==> run_1/port_trees.png <==
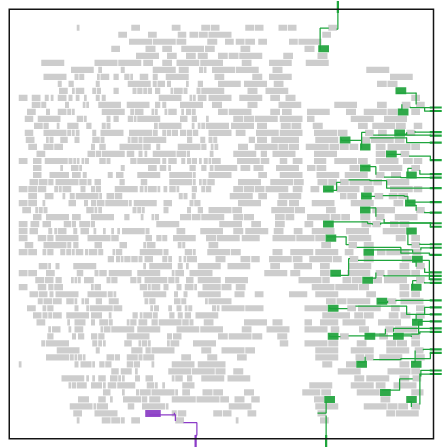
==> run_1/placed.png <==
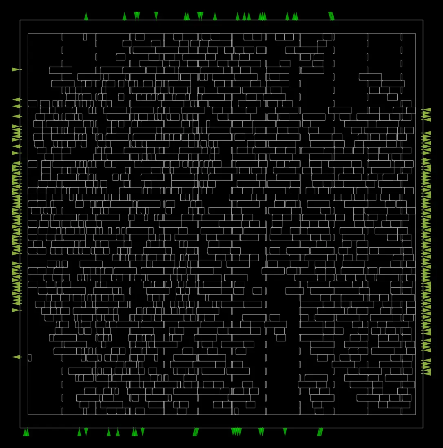
==> run_1/clock_wires.png <==
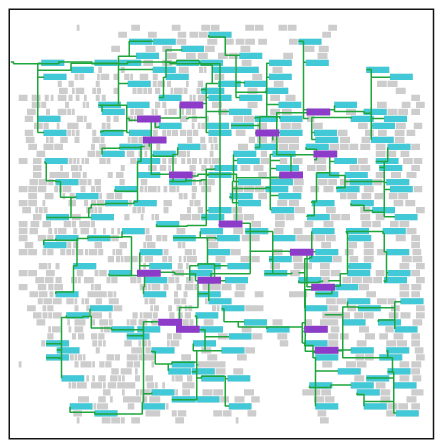
## src/rtl/core_pkg.sv

```systemverilog
`default_nettype none
// ============================================================================
// core_pkg : shared types for the RV32I front end (fetch state, fetch entry)
// Revision : 1.0
// ============================================================================
package core_pkg;

   localparam int XLEN = 32;

   typedef enum logic [1:0] {
      BOOT  = 2'd0,
      RUN   = 2'd1,
      DRAIN = 2'd2
   } fetch_state_t;

   typedef struct packed {
      logic [XLEN-1:0] pc;
      logic [XLEN-1:0] instr;
   } fetch_entry_t;

endpackage
`default_nettype wire

```

## src/rtl/fetch_queue.sv

```systemverilog
`default_nettype none
// ============================================================================
// fetch_queue : synchronous FIFO of fetched {pc, instr} entries with flush
// Revision    : 1.0
// ============================================================================
module fetch_queue
   import core_pkg::*;
#(
   parameter int QDEPTH = 2
) (
   input  logic                         clk,
   input  logic                         rst_n,
   input  logic                         push_i,
   input  fetch_entry_t                 wdata_i,
   input  logic                         pop_i,
   input  logic                         clear_i,
   output fetch_entry_t                 rdata_o,
   output logic [$clog2(QDEPTH+1)-1:0]  count_o,
   output logic                         empty_o,
   output logic                         full_o
);

   localparam int PW = $clog2(QDEPTH);
   localparam int CW = $clog2(QDEPTH + 1);

   fetch_entry_t   mem_q [QDEPTH];
   logic [PW-1:0]  rd_ptr_q;
   logic [PW-1:0]  wr_ptr_q;
   logic [CW-1:0]  count_q;

   // Explicit wrap so non power-of-two depths work.
   function automatic logic [PW-1:0] ptr_inc(input logic [PW-1:0] p);
      return (p == PW'(QDEPTH - 1)) ? '0 : p + 1'b1;
   endfunction

   always_ff @(posedge clk or negedge rst_n) begin
      if (!rst_n) begin
         rd_ptr_q <= '0;
         wr_ptr_q <= '0;
         count_q  <= '0;
         for (int i = 0; i < QDEPTH; i++) begin
            mem_q[i] <= '0;
         end
      end else if (clear_i) begin
         rd_ptr_q <= '0;
         wr_ptr_q <= '0;
         count_q  <= '0;
      end else begin
         if (push_i) begin
            mem_q[wr_ptr_q] <= wdata_i;
            wr_ptr_q        <= ptr_inc(wr_ptr_q);
         end
         if (pop_i) begin
            rd_ptr_q <= ptr_inc(rd_ptr_q);
         end
         count_q <= count_q + CW'(push_i) - CW'(pop_i);
      end
   end

   assign rdata_o = mem_q[rd_ptr_q];
   assign count_o = count_q;
   assign empty_o = (count_q == '0);
   assign full_o  = (count_q == CW'(QDEPTH));

endmodule
`default_nettype wire

```

## src/rtl/fetch_unit.sv

```systemverilog
`default_nettype none
// ============================================================================
// fetch_unit : RV32I fetch stage - PC, credit-based issue, redirect draining
// Revision   : 1.0
// ============================================================================
module fetch_unit
   import core_pkg::*;
#(
   parameter logic [XLEN-1:0] RESET_PC = 32'h0000_0000,
   parameter int              QDEPTH   = 2
) (
   input  logic             clk,
   input  logic             rst_n,
   output logic             imem_req_valid,
   input  logic             imem_req_ready,
   output logic [XLEN-1:0]  imem_req_addr,
   input  logic             imem_rsp_valid,
   input  logic [XLEN-1:0]  imem_rsp_data,
   input  logic             redirect_valid,
   input  logic [XLEN-1:0]  redirect_pc,
   output logic             out_valid,
   input  logic             out_ready,
   output logic [XLEN-1:0]  out_instr,
   output logic [XLEN-1:0]  out_pc
);

   localparam int IW = $clog2(QDEPTH + 1);
   localparam int OW = IW + 1;

   fetch_state_t     state_q;
   logic [XLEN-1:0]  pc_q;
   logic [XLEN-1:0]  rsp_pc_q;
   logic [IW-1:0]    inflight_q;
   logic [IW-1:0]    inflight_d;
   logic [IW-1:0]    drop_cnt_q;
   logic [IW-1:0]    stale;
   logic [XLEN-1:0]  redir_pc;
   logic [IW-1:0]    q_count;
   logic             q_empty;
   logic             q_full;
   fetch_entry_t     q_head;
   fetch_entry_t     q_wdata;
   logic             pop;
   logic             push;
   logic             flush;
   logic             req_fire;
   logic [OW-1:0]    occupancy;

   assign out_valid      = !q_empty && !redirect_valid;
   assign pop            = out_valid && out_ready;
   // Credits: buffered plus outstanding never exceed the queue depth.
   assign occupancy      = OW'(inflight_q) + OW'(q_count) - OW'(pop);
   assign imem_req_valid = (state_q == RUN) && !redirect_valid && (occupancy < OW'(QDEPTH));
   assign imem_req_addr  = pc_q;
   assign req_fire       = imem_req_valid && imem_req_ready;

   assign flush    = redirect_valid && (state_q != BOOT);
   assign push     = (state_q == RUN) && imem_rsp_valid && !redirect_valid;
   assign redir_pc = redirect_pc & ~32'h3;
   // While draining inflight already includes every stale response still owed.
   assign stale      = inflight_q - IW'(imem_rsp_valid);
   assign inflight_d = inflight_q + IW'(req_fire) - IW'(imem_rsp_valid);
   assign q_wdata    = '{pc: rsp_pc_q, instr: imem_rsp_data};
   assign out_instr  = q_head.instr;
   assign out_pc     = q_head.pc;

   always_ff @(posedge clk or negedge rst_n) begin
      if (!rst_n) begin
         state_q    <= BOOT;
         pc_q       <= RESET_PC;
         rsp_pc_q   <= RESET_PC;
         inflight_q <= '0;
         drop_cnt_q <= '0;
      end else begin
         inflight_q <= inflight_d;
         unique case (state_q)
            BOOT: state_q <= RUN;
            RUN, DRAIN: begin
               if (redirect_valid) begin
                  pc_q       <= redir_pc;
                  rsp_pc_q   <= redir_pc;
                  drop_cnt_q <= stale;
                  state_q    <= (stale != '0) ? DRAIN : RUN;
               end else if (state_q == RUN) begin
                  if (req_fire)       pc_q     <= pc_q + 32'd4;
                  if (imem_rsp_valid) rsp_pc_q <= rsp_pc_q + 32'd4;
               end else if (imem_rsp_valid) begin
                  drop_cnt_q <= drop_cnt_q - 1'b1;
                  if (drop_cnt_q == IW'(1)) state_q <= RUN;
               end
            end
            default: state_q <= BOOT;
         endcase
      end
   end

   fetch_queue #(.QDEPTH(QDEPTH)) u_queue (
      .clk     (clk),
      .rst_n   (rst_n),
      .push_i  (push),
      .wdata_i (q_wdata),
      .pop_i   (pop),
      .clear_i (flush),
      .rdata_o (q_head),
      .count_o (q_count),
      .empty_o (q_empty),
      .full_o  (q_full)
   );

   a_no_overflow: assert property (@(posedge clk) disable iff (!rst_n)
      push |-> (!q_full || pop));
   a_no_orphan_rsp: assert property (@(posedge clk) disable iff (!rst_n)
      imem_rsp_valid |-> (inflight_q != '0));

endmodule
`default_nettype wire
```

## config.mk

```make
export PLATFORM = sky130hd
export DESIGN_NAME = fetch_unit
export DESIGN_NICKNAME = d
export VERILOG_FILES = /design/src/rtl/core_pkg.sv /design/src/rtl/fetch_queue.sv /design/src/rtl/fetch_unit.sv
export SDC_FILE = /design/constraint.sdc
export NUM_CORES = 1
export LEC_CHECK = 0
export CAP_MARGIN = 20
export CORE_AREA = 3 3 161 163
export CTS_CLUSTER_DIAMETER = 200
export DETAILED_ROUTE_END_ITERATION = 10
export DIE_AREA = 0 0 164 166
export PLACE_DENSITY = 0.61
export SYNTH_ARGS = -nofsm -noshare
export SYNTH_HDL_FRONTEND = slang
export SYNTH_SLANG_ARGS = --single-unit
```

## constraint.sdc

```tcl
create_clock -name clk -period 4.6 [get_ports clk]
set_clock_uncertainty 0.1 [all_clocks]
set_input_delay 1.15 -clock clk [delete_from_list [all_inputs] [get_ports clk]]
set_output_delay 1.15 -clock clk [all_outputs]
set_load 0.05 [all_outputs]
```

==> results.ini, run 1 <==
[logic_synthesis]
async_reset_ff_share_pct = 100.0
yosysTopAreaCellShare_pct = 49.38
syn_area_mm2 = 0.009831
yosysSeqAreaShare_pct = 49.38
synth-edff-count = 0
synth.top_cells.by_count = dfrtp_1 (194), mux2_2 (155), nand2_1 (60)
synthFlopType = dfrtp_1
synth-simple-area-share_pct = 10.67

[min_path]
hold_end = u_queue.mem_q[47]$_DFFE_PN0P_
hold_start = u_queue.mem_q[47]$_DFFE_PN0P_

[outcome]
outcome = complete, no violations

[sta]
timing.fmax_ghz = 0.2244
rsz0062_at_grt = false
slew_headroom_pct = 37.94
worst_pin_slew_ns = 0.9310

[cells_and_area]
drive_above_1_share_pct = 22.17
sh_seq_area_pct = 38.72
nonClkBufAreaFrac_pct = 15.16
stdcell_area_mm2 = 0.01254
area_delta_synth_final_pct = 27.57
largest_reg_flops = 124

[grt]
busiest_layer = met1
grt_overflow = 0
antenna_found_initial = 0
use_met2_pct = 26.12
grt_max_degree = 94

[setup_path]
crit_path_max_incr_delay_ns = 0.45
cp_num_buf_inv = 3
cp.required_ns = 3.35
critPathCapture = imem_req_valid

[routing]
top_layer_used = met4
wl_mm = 24.66

[place]
gp_congestion = 0.8716
placed_area_mm2 = 0.01191

[pwr]
p_comb_mw = 5.46
leakage_nw = 5.276

[clock_tree]
clock-sinks = 194

About port_trees.png:
legend:
  purple:
    port: out_valid
    direction: output
    edge: south
    end_cells: 1
    buffers: 1
    wire: 24.3 µm
  green:
    port: out_instr
    direction: output
    edge: 30 east, 1 north, 1 south
    end_cells: 32
    buffers: 32
    wire: 730 µm
num ports: 168
IO buf count: 161

About placed.png:
Tap Count: 324
Row Count: 57
Fill cells: 2,176
non-filler cells in the finished layout: 1,348
Util after Layout: 51.27%

About clock_wires.png:
legend:
  cyan:
    item: flip-flops
    count: 194
  green:
    item: clock wires
    length: 2,410 µm
  purple:
    item: clock-net drivers
    count: 17
flops lie: spread over the die
Clock group: 1.58 mW
Clk pwr share: 15.5%
Clock Latency Late Sink: 0.43 ns

==> run 2, diff against run 1 <==
--- a/config.mk
+++ b/config.mk
@@ -5,7 +5,7 @@
 export SDC_FILE = /design/constraint.sdc
 export NUM_CORES = 1
 export LEC_CHECK = 0
-export CAP_MARGIN = 20
+export CAP_MARGIN = 30
 export CORE_AREA = 3 3 161 163
 export CTS_CLUSTER_DIAMETER = 200
 export DETAILED_ROUTE_END_ITERATION = 10
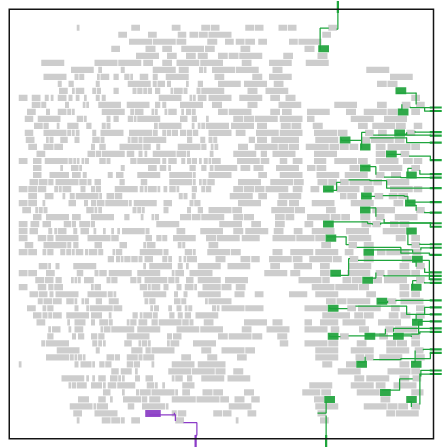
(run_2/port_trees.png)
legend:
  purple:
    port: out_valid
    direction: output
    edge: south
    end_cells: 1
    buffers: 1
    wire: 24.3 µm
  green:
    port: out_instr
    direction: output
    edge: 30 east, 1 north, 1 south
    end_cells: 32
    buffers: 32
    wire: 730 µm

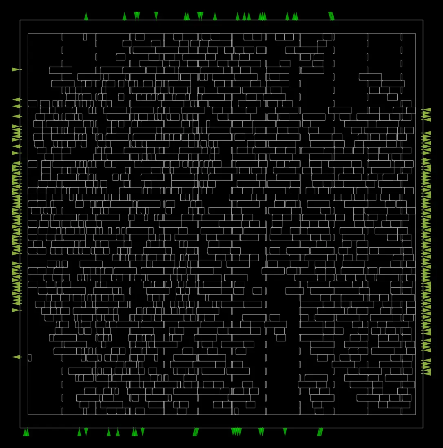
(run_2/placed.png)
CORE AREA: 0.02446 mm²
Seq cells: 194

==> run 2 against run 1 <==
  * Routed wire length unchanged
  * Global-route usage is the same
  * Combinational power about the same
  * Maximum frequency is the same
  * Hold slack unchanged
  * Register-to-register slack is essentially flat
  * Core utilization unchanged
  * Non-clock buffer count did not move
  * Via count is the same
  * Cell count unchanged
  * Critical endpoint unchanged
  * Largest cell class unchanged
  * Highest routed layer unchanged
==> results.ini, run 2 <==
[grt]
antenna_found_initial = 0
use_met2_pct = 26.12
grt_overflow = 0
grt_max_degree = 94
busiest_layer = met1

[min_path]
hold_end = u_queue.mem_q[47]$_DFFE_PN0P_
hp-class = flop to flop
hold_start = u_queue.mem_q[47]$_DFFE_PN0P_

[setup_path]
cp_num_buf_inv = 3
critPathCapture = imem_req_valid
crit_path_max_incr_delay_ns = 0.45

[cells_and_area]
inverters = 19
largest_class = sequential cells
area_delta_synth_final_pct = 27.57
fillers = 2176
drive_above_1_share_pct = 22.17
n_all_buffers = 185
nonClkBufAreaFrac_pct = 15.16
fin_util_pct = 51.27
largest_reg_flops = 124
sh_seq_area_pct = 38.72
stdcell_area_mm2 = 0.01254
finalNonFillerCells = 1348

[clock_tree]
worstSkewPairLatency_ns = 0.43
clock-sinks = 194
numCtsBuffers = 17
post-cts-setup-buffers = 0
htreeDepth = 4

[pwr]
p_clk_mw = 1.58
p_comb_mw = 5.46
leakage_nw = 5.276

[logic_synthesis]
syn_area_mm2 = 0.009831
synth-edff-count = 0
synth.distinct_cells = 53
yosysSeqAreaShare_pct = 49.38
yosysCellCount = 865
async_reset_ff_share_pct = 100.0
synth.top_cells.by_count = dfrtp_1 (194), mux2_2 (155), nand2_1 (60)
synthFlopType = dfrtp_1
synth-simple-area-share_pct = 10.67
yosysTopAreaCellShare_pct = 49.38
synth.avg_cell_area_um2 = 11.36

[sta]
worst_pin_slew_ns = 0.9310
rsz0062_at_grt = false
slew_headroom_pct = 37.94

[routing]
wl_mm = 24.66
firstDrtPassIters = 5

[place]
gp_congestion = 0.8716
placed_area_mm2 = 0.01191
port_buffers = 161

[outcome]
outcome = complete, no violations

[floorplan]
pin_count = 168
std_cell_rows = 57
tap_cells = 324

[flow_run]
cap_violations = 0

==> run 3, diff against run 2 <==
==> constraint.sdc (replaced) <==
create_clock -name clk -period 4.7 [get_ports clk]
set_clock_uncertainty 0.1 [all_clocks]
set_input_delay 1.175 -clock clk [delete_from_list [all_inputs] [get_ports clk]]
set_output_delay 1.175 -clock clk [all_outputs]
set_load 0.05 [all_outputs]
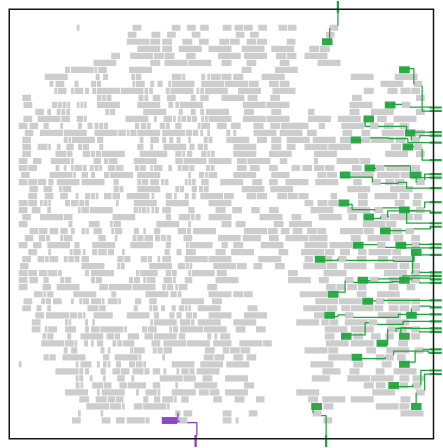
(run_3/port_trees.png)
legend:
  purple:
    port: out_valid
    direction: output
    edge: south
    end_cells: 1
    buffers: 1
    wire: 19.8 µm
  green:
    port: out_instr
    direction: output
    edge: 30 east, 1 north, 1 south
    end_cells: 32
    buffers: 32
    wire: 706 µm

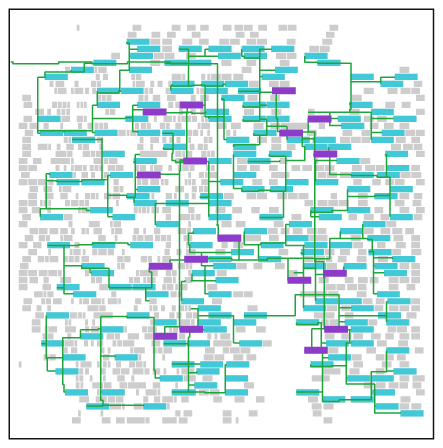
(run_3/clock_wires.png)
legend:
  purple:
    item: clock-net drivers
    count: 17
  green:
    item: clock wires
    length: 2,490 µm
  cyan:
    item: flip-flops
    count: 194
routed clock nets: 18
Clock Latency Late Sink: 0.44 ns
Clk pwr share: 15.3%
Clock group: 1.52 mW

==> run 3 against run 2 <==
  * Cell count hardly changed
  * Sequential power is 2% lower
  * Sequential share of layout area is 0.14 points higher
  * Critical path type unchanged
==> results.ini, run 3 <==
[outcome]
outcome = complete, no violations

[sta]
rsz0062_at_grt = false
worst_pin_slew_ns = 0.8013
slew_headroom_pct = 46.58
timing.fmax_ghz = 0.2194

[cells_and_area]
area_delta_synth_final_pct = 27.11
inverters = 19
stdcell_area_mm2 = 0.01250
fin_util_pct = 51.08
sh_seq_area_pct = 38.86
finalNonFillerCells = 1347
nonClkBufAreaFrac_pct = 15.05
ff_count = 194
largest_class = sequential cells
largest_reg_flops = 124

[logic_synthesis]
synth-edff-count = 0
yosysCellCount = 865
synth.top_cells.by_count = dfrtp_1 (194), mux2_2 (155), nand2_1 (60)
async_reset_ff_share_pct = 100.0
yosysTopAreaCellShare_pct = 49.38
synth-simple-area-share_pct = 10.67
syn_area_mm2 = 0.009831
synth.distinct_cells = 53
yosysSeqAreaShare_pct = 49.38
synthFlopType = dfrtp_1

[place]
port_buffers = 161
placed_area_mm2 = 0.01189
gp_congestion = 0.8232

[grt]
antenna_found_initial = 0
grt_max_degree = 100
grt_overflow = 0
busiest_layer = met1

[clock_tree]
numCtsBuffers = 17
clock-sinks = 194
htreeDepth = 4

[setup_path]
cp.required_ns = 3.42
crit_path_max_incr_delay_ns = 0.45
cp_num_buf_inv = 3

[routing]
wl_mm = 24.81
firstDrtPassIters = 5
top_layer_used = met4

[floorplan]
pin_count = 168
tap_cells = 324
std_cell_rows = 57

[pwr]
p_comb_mw = 5.32
leakage_nw = 5.254

[min_path]
hp-class = flop to flop

Power figures rest on the tool's default switching activity, not on a simulated workload.
